==> config.mk <==
export PLATFORM = sky130hd
export DESIGN_NAME = lock_dispatch
export DESIGN_NICKNAME = d
export VERILOG_FILES = /design/src/rtl/lock_dispatch.sv
export SDC_FILE = /design/constraint.sdc
export NUM_CORES = 1
export LEC_CHECK = 0
export ABC_AREA = 0
export CORE_MARGIN = 3
export CORE_UTILIZATION = 58
export CTS_CLUSTER_DIAMETER = 120
export DETAILED_ROUTE_END_ITERATION = 8
export PLACE_DENSITY = 0.94
export SETUP_SLACK_MARGIN = 0.3
export SLEW_MARGIN = 20
export SYNTH_ARGS = -nofsm -noshare
export SYNTH_HDL_FRONTEND = slang
export SYNTH_SLANG_ARGS = --single-unit
==> constraint.sdc <==
create_clock -name clk -period 3.4 [get_ports clk]
set_input_delay 0.51 -clock clk [delete_from_list [all_inputs] [get_ports clk]]
set_output_delay 0.51 -clock clk [all_outputs]
set_load 0.05 [all_outputs]
==> run_1/clk_routes.png <==
Scale bar: 20 um.
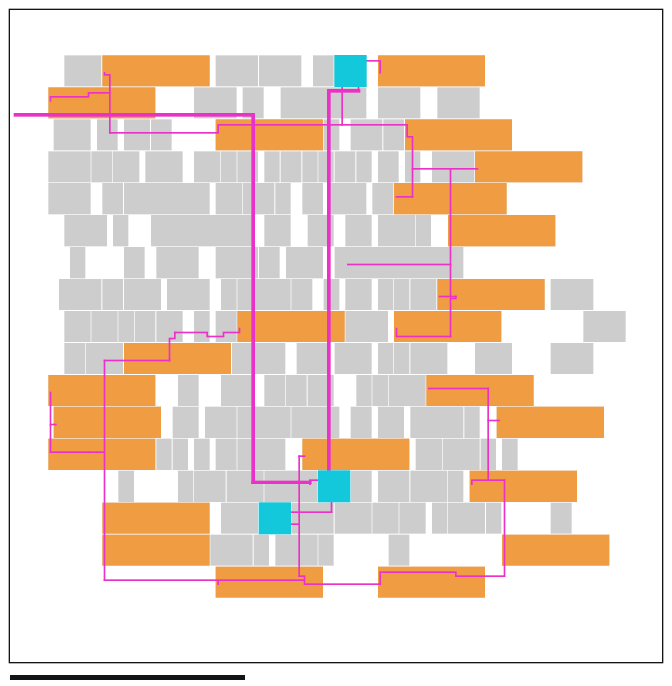
Orange is flip-flops, count 24. Magenta is clock wires, length 314 um. Cyan is clock drivers, count 3.
Position of the flops: spread over the die.
Clock power frac: 0.137
Post-Route Skew: 0.00394 ns
power of the clock network: 209 uW
Clock Latency Late Sink: 0.33 ns

==> run_1/placement.png <==
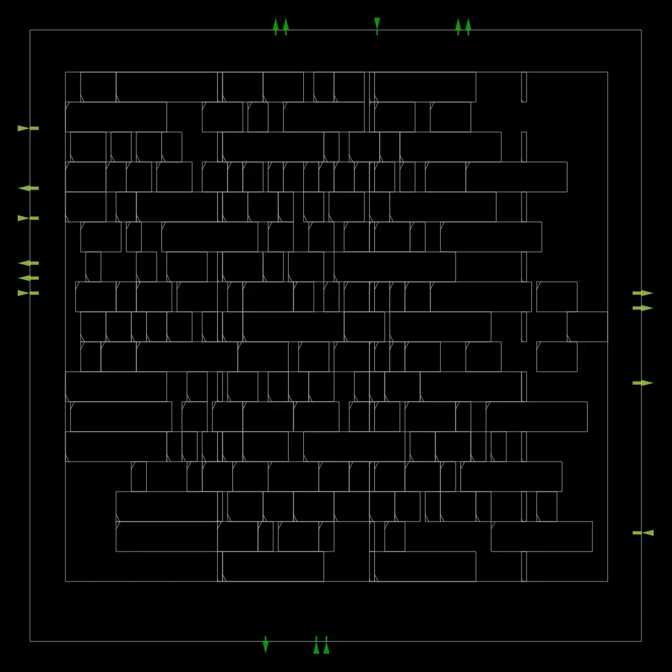
number of fill cells: 161
Tapcells: 28
num rows: 17
flop count: 24

==> run_1/placement_by_type.png <==
Fill, decap, tap and diode cells in grey.
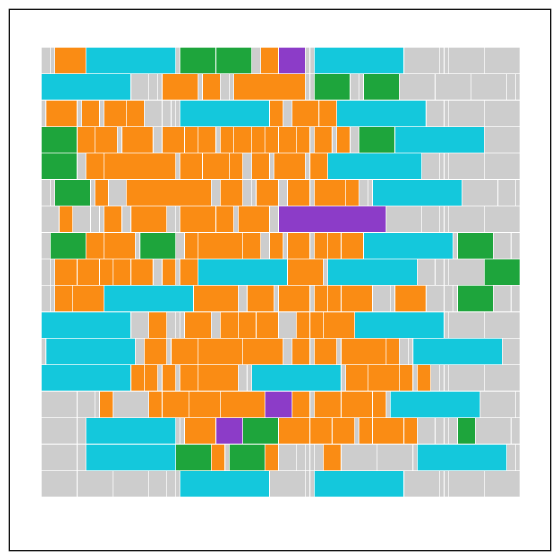
Orange is combinational and other logic, cells 118. Purple is clock drivers and dummy loads, cells 4. Cyan is flops, cells 24. Green is other buffers and delay cells, cells 17.
fin area: 1630 um2
Core Box Area: 2280 um2
sequential share of cell area: 0.369
fin util: 0.716

==> run_1/wires.png <==
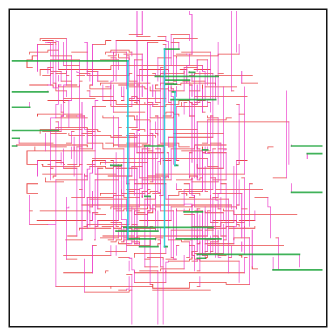
Cyan is metal 4, wire length 78.9 um. Green is metal 3, wire length 158 um. Red is metal 1, wire length 1,300 um. Magenta is metal 2, wire length 1,470 um.
Tot GR Track Use: 0.222
Post-Route WL: 3.00 mm
routed via count: 1,193
WL/cell: 15.7 um

==> impl_metrics.tcl <==
# collected from the flow reports
set metrics [dict create \
    status "finished clean" \
    die_w_um 55.5 \
    syn_area_per_cell_um2 9.54 \
    yosys_cells 149 \
    dpl_cell_area_um2 1580 \
    buffers 17 \
    clock_area_frac 0.0323 \
    nets 175 \
    gr-usage-met1 0.290 \
    gp_congestion 0.845 \
    combGateArea_um2 748 \
    grt_overflow 0 \
    tightest_slew_ns 0.530 \
    grt_max_degree 25 \
    final_max_slew_viol_count 0 \
    worst-path-stages 1 \
    pin_count 18 \
    antenna_cells 0 \
    power.total_mw 1.52 \
    largestClassByArea "combinational gates" \
    vias_per_cell 6.25 \
    layout.nonclk_buf_frac 0.101 \
    holdBufCountCts 0 \
    combPwrFrac 0.515 \
    chipArea_um2 3080 \
    fin_tns_setup_ns 0 \
    clock_sinks 24 \
    ys_sh_xor 0.0493 \
    areaGrowthSynthToFinish_pct 14.6 \
    synthesis.nets 160 \
    grt_pass1_wl_mm 5.44 \
    dr.pass1.iters 4 \
    path_buffers 1 \
    cp-start-kind "register" \
    hp-class "primary input to asynchronous set/reset pin" \
    top_cell_area_share 0.405 \
    ys_sh_aoi 0.146 \
    grt_use_met3 0.0397 \
    seq_power_uw 530 \
    regArea_um2 602 \
    p_comb_uw 783 \
    clock.fmax_mhz 444 \
    ys_chip_area_um2 1420 \
    cts_resized 0 \
    cts_max_level 1 \
    critPathMaxFanout 12 \
    crit_path_top_delay_cell "clkdlybuf4s50_1" \
    crit_path_end_kind "primary output" \
    async_reset_ff_frac 1.00 \
    met1Wirelength_mm 1.30 \
    num-multi-input-gates 111 \
    synthCells 149 \
    synth_top_cell_by_count "dfrtp_1" \
    grt_pass1_vias 1156 \
    post-place-cells 187 \
    cts_setup_buffers 0 \
    finalClockPeriodUsage 0.663 \
    largest_reg_flops 10 \
    worstPathRequired_ns 2.89 \
    core_util_floorplan 0.625 \
    cpLargestDelayFamily "buffers and inverters" \
    drc 0 \
    ys_sh_simple 0.271 \
    ir_worst_vdd_uv 607 \
    power.density_nw_per_um2 935 \
    grt_setup_unrepaired "no" \
    ys_top_logic_family "simple AND/OR/NAND/NOR gates" \
    drt_iter0_markers 35 \
    reg2reg_depth 7 \
    dpl.hpwl_mm 2.08 \
    setup_violations 0 \
    switching_share 0.471 \
    slew_headroom 0.647 \
    ys_types 44 \
    synth.area.top_cells "dfrtp_1, a21oi_1, nor2_1, nand2_1, xor2_1" \
    final_cells 191 \
    cts_tree "yes" \
    synthMuxAreaShare 0.0141 \
    r2r_slack_ns 1.28 \
    ant_nets 0 \
    antenna_found_initial 0 \
    pre_cts_ws_ns 0.851 \
    p_leak_nw 0.709 \
    cts_made_buffers 3 \
    power-top-group "combinational cells" \
    min_period_ns 2.25 \
    fp.dieH_um 55.5 \
    synth_area_um2 1420 \
    drive_gt1_frac 0.0920 \
    met3WireLength_um 158 \
    flop_cell "dfrtp_1" \
    synth_adder_area_share 0.0458 \
    numSynthFlops 24 \
    lay_top_cells "dfrtp_1, clkdlybuf4s50_1, nor2_1" \
    seqPwrFrac 0.348 \
    comb_area_frac 0.459 \
    cts_buffer_depth 2 \
    maxCapViolCount 0 \
    cp_cell_sequence "clkdlybuf4s50_1" \
    p_sw_uw 718 \
    worstSetupPathType "register to primary output" \
    portBuffers 17 \
    routed-wl-met2_mm 1.47 \
    root_buffer "clkbuf_4" \
    synth-edff-count 0 \
    top_area_cell "dfrtp_1" \
    hold-worst-slack_ns 0.136 \
    clkbuf_count 3 \
    cp_data_arrival_time_ns 1.74 \
    final_layout_top_logic_cell "dfrtp_1" \
    clk_pin_slew_ns 0.13 \
    top_layer "met4" \
    yosysWarnings 0 \
    common_cells "dfrtp_1, nor2_1, a21oi_1, nand2_1, inv_1" \
    fin_ws_ns 1.15 \
]
Power and IR drop assume default switching activity.
